<file path="config.mk">
export PLATFORM = sky130hd
export DESIGN_NAME = mult_share_arb_flat
export DESIGN_NICKNAME = d
export VERILOG_FILES = /design/src/rtl/mult_share_arb_pkg.sv /design/src/rtl/mult_share_arb_if.sv /design/src/rtl/mult_NMbit.sv /design/src/rtl/rr_arbiter.sv /design/src/rtl/mult_share_arb.sv /design/src/flat_wrapper.sv
export SDC_FILE = /design/constraint.sdc
export NUM_CORES = 1
export LEC_CHECK = 0
export CAP_MARGIN = 20
export CORE_UTILIZATION = 52
export DETAILED_ROUTE_END_ITERATION = 7
export GPL_TIMING_DRIVEN = 0
export PLACE_DENSITY = 0.95
export SLEW_MARGIN = 20
export SYNTH_ARGS = -nofsm -noshare
export SYNTH_HDL_FRONTEND = slang
export SYNTH_HIERARCHICAL = 1
export SYNTH_SLANG_ARGS = --single-unit
</file>
<file path="constraint.sdc">
create_clock -name clk -period 8.1 [get_ports clk]
set_input_delay 1.62 -clock clk [delete_from_list [all_inputs] [get_ports clk]]
set_output_delay 1.62 -clock clk [all_outputs]
set_load 0.05 [all_outputs]
</file>
<file path="src/rtl/mult_share_arb_pkg.sv">
// Shared types and helpers for the multiplier-sharing arbiter.
//   mult_arb_state_t : FSM state encoding (IDLE, MUL, HOLD)
//   rr_pick()        : rotating-priority search, returns the granted index or -1
package mult_arb_pkg;

    // Upper bound on the requester count handled by rr_pick().
    localparam int unsigned MaxR  = 32;
    localparam int unsigned MaxRW = 5;

    typedef enum logic [1:0] {
        IDLE = 2'd0,
        MUL  = 2'd1,
        HOLD = 2'd2
    } mult_arb_state_t;

    // Scan req starting at ptr, wrapping modulo r; first set bit wins.
    function automatic int rr_pick(input logic [MaxR-1:0] req,
                                   input int unsigned     r,
                                   input int unsigned     ptr);
        int          pick;
        int unsigned idx;
        pick = -1;
        for (int unsigned k = 0; k < MaxR; k++) begin
            idx = (ptr + k) % r;
            if (k < r && pick < 0 && req[idx[MaxRW-1:0]]) begin
                pick = int'(idx);
            end
        end
        return pick;
    endfunction

endpackage

</file>
<file path="src/rtl/mult_share_arb_if.sv">
// Requester and result bus of mult_share_arb.
//   req_valid/req_ready/req_a/req_b : per-requester operand handshake
//   res_valid/res_ready/res_prod/res_id : single shared result port
// master = clients + consumer side, slave = the arbiter.
interface mult_share_arb_if #(
    parameter int unsigned N = 4,
    parameter int unsigned M = 5,
    parameter int unsigned R = 4
);
    localparam int unsigned IDW = $clog2(R);

    logic [R-1:0]        req_valid;
    logic [R-1:0]        req_ready;
    logic [R-1:0][N-1:0] req_a;
    logic [R-1:0][M-1:0] req_b;
    logic                res_valid;
    logic                res_ready;
    logic [N+M-1:0]      res_prod;
    logic [IDW-1:0]      res_id;

    modport master (
        output req_valid, req_a, req_b, res_ready,
        input  req_ready, res_valid, res_prod, res_id
    );

    modport slave (
        input  req_valid, req_a, req_b, res_ready,
        output req_ready, res_valid, res_prod, res_id
    );

endinterface

</file>
<file path="src/rtl/mult_NMbit.sv">
// Combinational signed N x M multiplier.
//   i_a    : N-bit two's complement operand
//   i_b    : M-bit two's complement operand
//   o_prod : exact N+M-bit signed product
module mult_NMbit #(
    parameter int unsigned N = 4,
    parameter int unsigned M = 5
) (
    input  logic [N-1:0]   i_a,
    input  logic [M-1:0]   i_b,
    output logic [N+M-1:0] o_prod
);

    logic signed [N+M-1:0] w_a_ext;
    logic signed [N+M-1:0] w_b_ext;

    assign w_a_ext = {{M{i_a[N-1]}}, i_a};
    assign w_b_ext = {{N{i_b[M-1]}}, i_b};
    // N+M bits always hold the product of an N-bit and an M-bit signed value.
    assign o_prod  = w_a_ext * w_b_ext;

endmodule

</file>
<file path="src/rtl/rr_arbiter.sv">
// Combinational rotating-priority arbiter.
//   req     : request vector
//   ptr     : index with highest priority this cycle
//   gnt     : one-hot grant (all-zero when nothing requests)
//   gnt_idx : binary index of the granted requester (0 when none)
module rr_arbiter
    import mult_arb_pkg::*;
#(
    parameter int unsigned R   = 4,
    parameter int unsigned IDW = $clog2(R)
) (
    input  logic [R-1:0]   req,
    input  logic [IDW-1:0] ptr,
    output logic [R-1:0]   gnt,
    output logic [IDW-1:0] gnt_idx
);

    int w_pick;

    assign w_pick  = rr_pick(MaxR'(req), R, 32'(ptr));
    assign gnt     = (w_pick >= 0) ? (R'(1) << w_pick) : '0;
    assign gnt_idx = (w_pick >= 0) ? IDW'(w_pick) : '0;

endmodule

</file>
<file path="src/rtl/mult_share_arb.sv">
// Time-shares one signed multiplier among R requesters.
//   clk, rst_n : clock, asynchronous active-low reset
//   bus        : slave side of mult_share_arb_if (operand handshakes in,
//                tagged product out)
// Flow: IDLE grants one requester and latches its operands, MUL registers
// the product, HOLD presents it until the consumer takes it.
module mult_share_arb
    import mult_arb_pkg::*;
#(
    parameter int unsigned N = 4,
    parameter int unsigned M = 5,
    parameter int unsigned R = 4
) (
    input  logic              clk,
    input  logic              rst_n,
    mult_share_arb_if.slave   bus
);

    localparam int unsigned IDW = $clog2(R);

    mult_arb_state_t r_state;
    mult_arb_state_t w_state_nxt;
    logic [IDW-1:0]  r_ptr;
    logic [IDW-1:0]  w_ptr_nxt;
    logic [N-1:0]    r_op_a;
    logic [M-1:0]    r_op_b;
    logic [IDW-1:0]  r_op_id;
    logic [N+M-1:0]  r_res_prod;
    logic [IDW-1:0]  r_res_id;

    logic [R-1:0]    w_gnt;
    logic [IDW-1:0]  w_gnt_idx;
    logic            w_fire;
    logic [N+M-1:0]  w_prod;

    rr_arbiter #(
        .R   (R),
        .IDW (IDW)
    ) u_arb (
        .req     (bus.req_valid),
        .ptr     (r_ptr),
        .gnt     (w_gnt),
        .gnt_idx (w_gnt_idx)
    );

    mult_NMbit #(
        .N (N),
        .M (M)
    ) u_mult (
        .i_a    (r_op_a),
        .i_b    (r_op_b),
        .o_prod (w_prod)
    );

    // A grant only exists for a valid requester, so any grant in IDLE is a transfer.
    assign w_fire    = (r_state == IDLE) && (|w_gnt);
    assign w_ptr_nxt = (w_gnt_idx == IDW'(R - 1)) ? '0 : w_gnt_idx + IDW'(1);

    always_comb begin
        w_state_nxt = r_state;
        case (r_state)
            IDLE:    if (w_fire) w_state_nxt = MUL;
            MUL:     w_state_nxt = HOLD;
            HOLD:    if (bus.res_ready) w_state_nxt = IDLE;
            default: w_state_nxt = IDLE;
        endcase
    end

    always_ff @(posedge clk or negedge rst_n) begin
        if (!rst_n) begin
            r_state    <= IDLE;
            r_ptr      <= '0;
            r_op_a     <= '0;
            r_op_b     <= '0;
            r_op_id    <= '0;
            r_res_prod <= '0;
            r_res_id   <= '0;
        end else begin
            r_state <= w_state_nxt;
            if (w_fire) begin
                r_op_a  <= bus.req_a[w_gnt_idx];
                r_op_b  <= bus.req_b[w_gnt_idx];
                r_op_id <= w_gnt_idx;
                r_ptr   <= w_ptr_nxt;
            end
            if (r_state == MUL) begin
                r_res_prod <= w_prod;
                r_res_id   <= r_op_id;
            end
        end
    end

    assign bus.req_ready = (r_state == IDLE) ? w_gnt : '0;
    assign bus.res_valid = (r_state == HOLD);
    assign bus.res_prod  = r_res_prod;
    assign bus.res_id    = r_res_id;

endmodule

</file>
<file path="src/flat_wrapper.sv">
// flat-port wrapper written by rule: the top's interface ports become plain ports
module mult_share_arb_flat import mult_arb_pkg::*;
#(
    parameter int unsigned N = 4,
    parameter int unsigned M = 5,
    parameter int unsigned R = 4
)
  (clk, rst_n, bus_req_valid, bus_req_a, bus_req_b, bus_res_ready, bus_req_ready, bus_res_valid, bus_res_prod, bus_res_id);
  mult_share_arb_if #(.N(N), .M(M), .R(R)) bus_i ();
  input  logic clk;
  input  logic rst_n;
  input wire logic [$bits(bus_i.req_valid)-1:0] bus_req_valid;
  input wire logic [$bits(bus_i.req_a)-1:0] bus_req_a;
  input wire logic [$bits(bus_i.req_b)-1:0] bus_req_b;
  input wire logic [$bits(bus_i.res_ready)-1:0] bus_res_ready;
  output wire logic [$bits(bus_i.req_ready)-1:0] bus_req_ready;
  output wire logic [$bits(bus_i.res_valid)-1:0] bus_res_valid;
  output wire logic [$bits(bus_i.res_prod)-1:0] bus_res_prod;
  output wire logic [$bits(bus_i.res_id)-1:0] bus_res_id;
  assign bus_i.req_valid = bus_req_valid;
  assign bus_i.req_a = bus_req_a;
  assign bus_i.req_b = bus_req_b;
  assign bus_i.res_ready = bus_res_ready;
  assign bus_req_ready = bus_i.req_ready;
  assign bus_res_valid = bus_i.res_valid;
  assign bus_res_prod = bus_i.res_prod;
  assign bus_res_id = bus_i.res_id;
  mult_share_arb #(.N(N), .M(M), .R(R)) u_core (.clk(clk), .rst_n(rst_n), .bus(bus_i));
endmodule
</file>
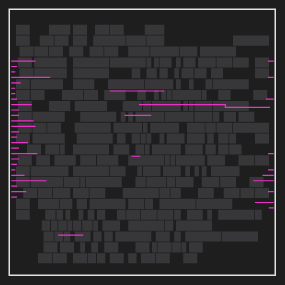
*Metal 3*
Drawn at 4 px/um.
share of all routed wire = 4.0%
wire length on this layer = 157 um
nets with wire on the layer = 40
longest straight run = 21.4 um
met3 demand-to-capacity share in global routing: 2.414%
detailed-route wire length: 3.946 mm
vias after detailed routing: 1573

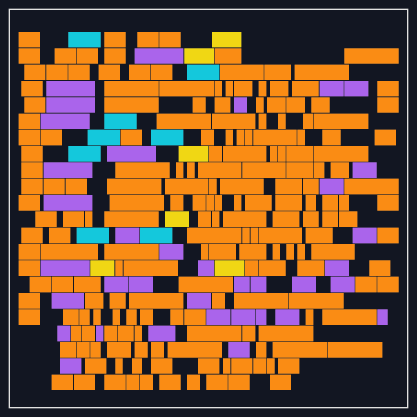
*Cell sizes after repair*
Drawn at 6 px/um.
x6 and larger -> yellow  # cells 6
x3 and x4 -> cyan  # cells 8
x2 -> purple  # cells 36
x1 and smaller -> orange  # cells 193
buffers outside the clock class: 62
Syn-to-layout area delta: 32.28%
Post-Layout Inst Area: 2830 um^2
smallest setup slack after layout: 2.812 ns

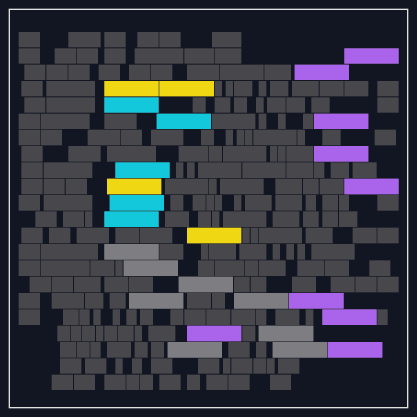
*Sequential cells grouped by signal name*
Drawn at 6 px/um. Other sequential cells in the stronger grey, the rest of the logic in the fainter grey.
u_core/r_op_a -> yellow  # sequential cells 4
u_core/bus.res_prod -> purple  # sequential cells 9
u_core/r_op_b -> cyan  # sequential cells 5
Seq area share: 22.99%
sequential cell area: 650.6 um^2
Util after Layout: 74.51%

==> flow_metrics.py <==
# Flow results
metrics = {
    "clocking": {
        "clock_sink_count": 26,
        "cts_hold_repair.buffers": 0,
        "cts_buffers": 3,
        "cts_buffer_depth": 2,
        "insertion_delay_ns": 0.27,
        "cts_repair_resize_count": 0,
        "cts-root-buf": "sky130_fd_sc_hd__clkbuf_8",
        "cts.repair_timing.setup_buffer_count": 0,
    },
    "cells_and_area": {
        "final_cell_mix": "57 x sky130_fd_sc_hd__clkdlybuf4s50_1, 26 x sky130_fd_sc_hd__dfrtp_1, 20 x sky130_fd_sc_hd__inv_1, 16 x sky130_fd_sc_hd__mux2_2, 15 x sky130_fd_sc_hd__ha_1",
        "biggestCellCategory": "combinational gates",
        "final_layout_top_logic_cell": "sky130_fd_sc_hd__clkdlybuf4s50_1",
        "signal_buffer_area_fraction_pct": 21.44,
        "finish.net_count": 313,
        "antenna_cells_inserted": 0,
        "nFillCells": 255,
        "clk_share_pct": 1.945,
        "n_multi_input_combinational_cell": 130,
        "sequential_cell_total": 26,
    },
    "drt": {
        "avgViaCountPerCell": 5.405,
        "highest-signal-layer": "met4",
        "first_pass_iters": 4,
        "drt-wirelength-per-cell_um": 13.56,
        "route.layer.met1.wl_mm": 1.684,
    },
    "min_path": {
        "holdCritPathClass": "flip-flop to flip-flop",
        "holdCritStartpoint": "u_core/bus.res_prod[2]",
        "min_delay_worst_endpoint": "u_core/bus.res_prod[2]",
    },
    "worst_setup_path": {
        "worst_path_max_delay_cell": "sky130_fd_sc_hd__clkdlybuf4s50_1",
        "cp_max_fo": 8,
        "r2r_slack_ns": 4.43,
        "critPathTopFamily": "buffers and inverters",
        "timing.critical_path.required_ns": 6.48,
        "worstSetupPathDepth": 5,
        "crit_path_end": "bus_req_ready[0]",
        "cp-end-kind": "output pin",
        "critical_path.cell_chain": "clkdlybuf4s50_1 > a211o_2 > a21boi_1 > and2_1 > clkdlybuf4s50_1",
        "max_stage_delay_ns": 0.79,
        "crit_top_cell": "sky130_fd_sc_hd__clkdlybuf4s50_1",
    },
    "timing": {
        "setup_viol": 0,
        "max_slew.worst_pin.slew_ns": 0.5573,
        "post_layout_minimum_cycle_time_ns": 5.288,
        "fin_hold_ws_ns": 0.5181,
        "final-max-slew-violation-count": 0,
        "hold_viol": 0,
        "clock.fmax_ghz": 0.1891,
        "totalNegativeSetupSlack_ns": 0,
    },
    "yosys": {
        "edf_count": 0,
        "syn_area_per_cell_um2": 11.82,
        "synth-main-ff-cell": "sky130_fd_sc_hd__dfrtp_1",
        "postSynthCellCount": 181,
        "yosys.stat.chipArea_um2": 2140,
        "synth.logic.top_family": "multiplexers",
        "synth.cellmix.xorXnorShare_pct": 3.275,
        "mappedNetlistArea_um2": 2140,
        "netlist-cell-type-count": 38,
        "fa_ha_maj_cells_area_fraction_pct": 19.06,
        "synth-seq-area-share_pct": 30.41,
        "ys_sh_aoi_pct": 7.895,
        "numSynthFlops": 26,
    },
    "floorplanning": {
        "die_height_um": 66.15,
    },
    "run_status": {
        "outcome": "complete, no violations",
    },
    "run": {
        "warnings": 26,
        "max_cap_violations": 0,
    },
    "global_route": {
        "global_route.overflow_total": 0,
        "grt_antenna_before_repair": 0,
        "met1_usage_pct": 23.58,
    },
    "placed_design": {
        "io_buffers": 58,
        "dp.final_hpwl_mm": 3.280,
        "placed_cells_incl_taps": 287,
    },
}
-- synth_stat cells (2+ instances only) --
cell | count | share of area (%)
sky130_fd_sc_hd__nor2b_1 | 2 | 0.58
sky130_fd_sc_hd__mux2_4 | 8 | 5.6
sky130_fd_sc_hd__nor2_1 | 7 | 1.2
sky130_fd_sc_hd__a21o_1 | 3 | 1.1
sky130_fd_sc_hd__a21oi_1 | 7 | 1.6
sky130_fd_sc_hd__buf_6 | 2 | 1.1
sky130_fd_sc_hd__o21ai_0 | 2 | 0.47
sky130_fd_sc_hd__dfrtp_1 | 26 | 30
sky130_fd_sc_hd__and2_1 | 10 | 2.9
sky130_fd_sc_hd__nand2b_1 | 6 | 1.8
sky130_fd_sc_hd__fa_1 | 11 | 10
sky130_fd_sc_hd__ha_1 | 15 | 8.8
sky130_fd_sc_hd__inv_1 | 20 | 3.5
sky130_fd_sc_hd__nand2_1 | 6 | 1.1
sky130_fd_sc_hd__xnor2_1 | 7 | 2.9
sky130_fd_sc_hd__o21bai_1 | 3 | 1.1
sky130_fd_sc_hd__mux4_2 | 8 | 8.4
sky130_fd_sc_hd__mux2_2 | 16 | 8.4
sky130_fd_sc_hd__and2_2 | 3 | 1.1
-- registers in the layout, summed over array words and instances (netlist names) --
signal	flops
u_core/r_op_a	4
u_core/r_state	2
u_core/bus.res_id	2
u_core/r_op_b	5
u_core/r_ptr	2
u_core/r_op_id	2
u_core/bus.res_prod	9
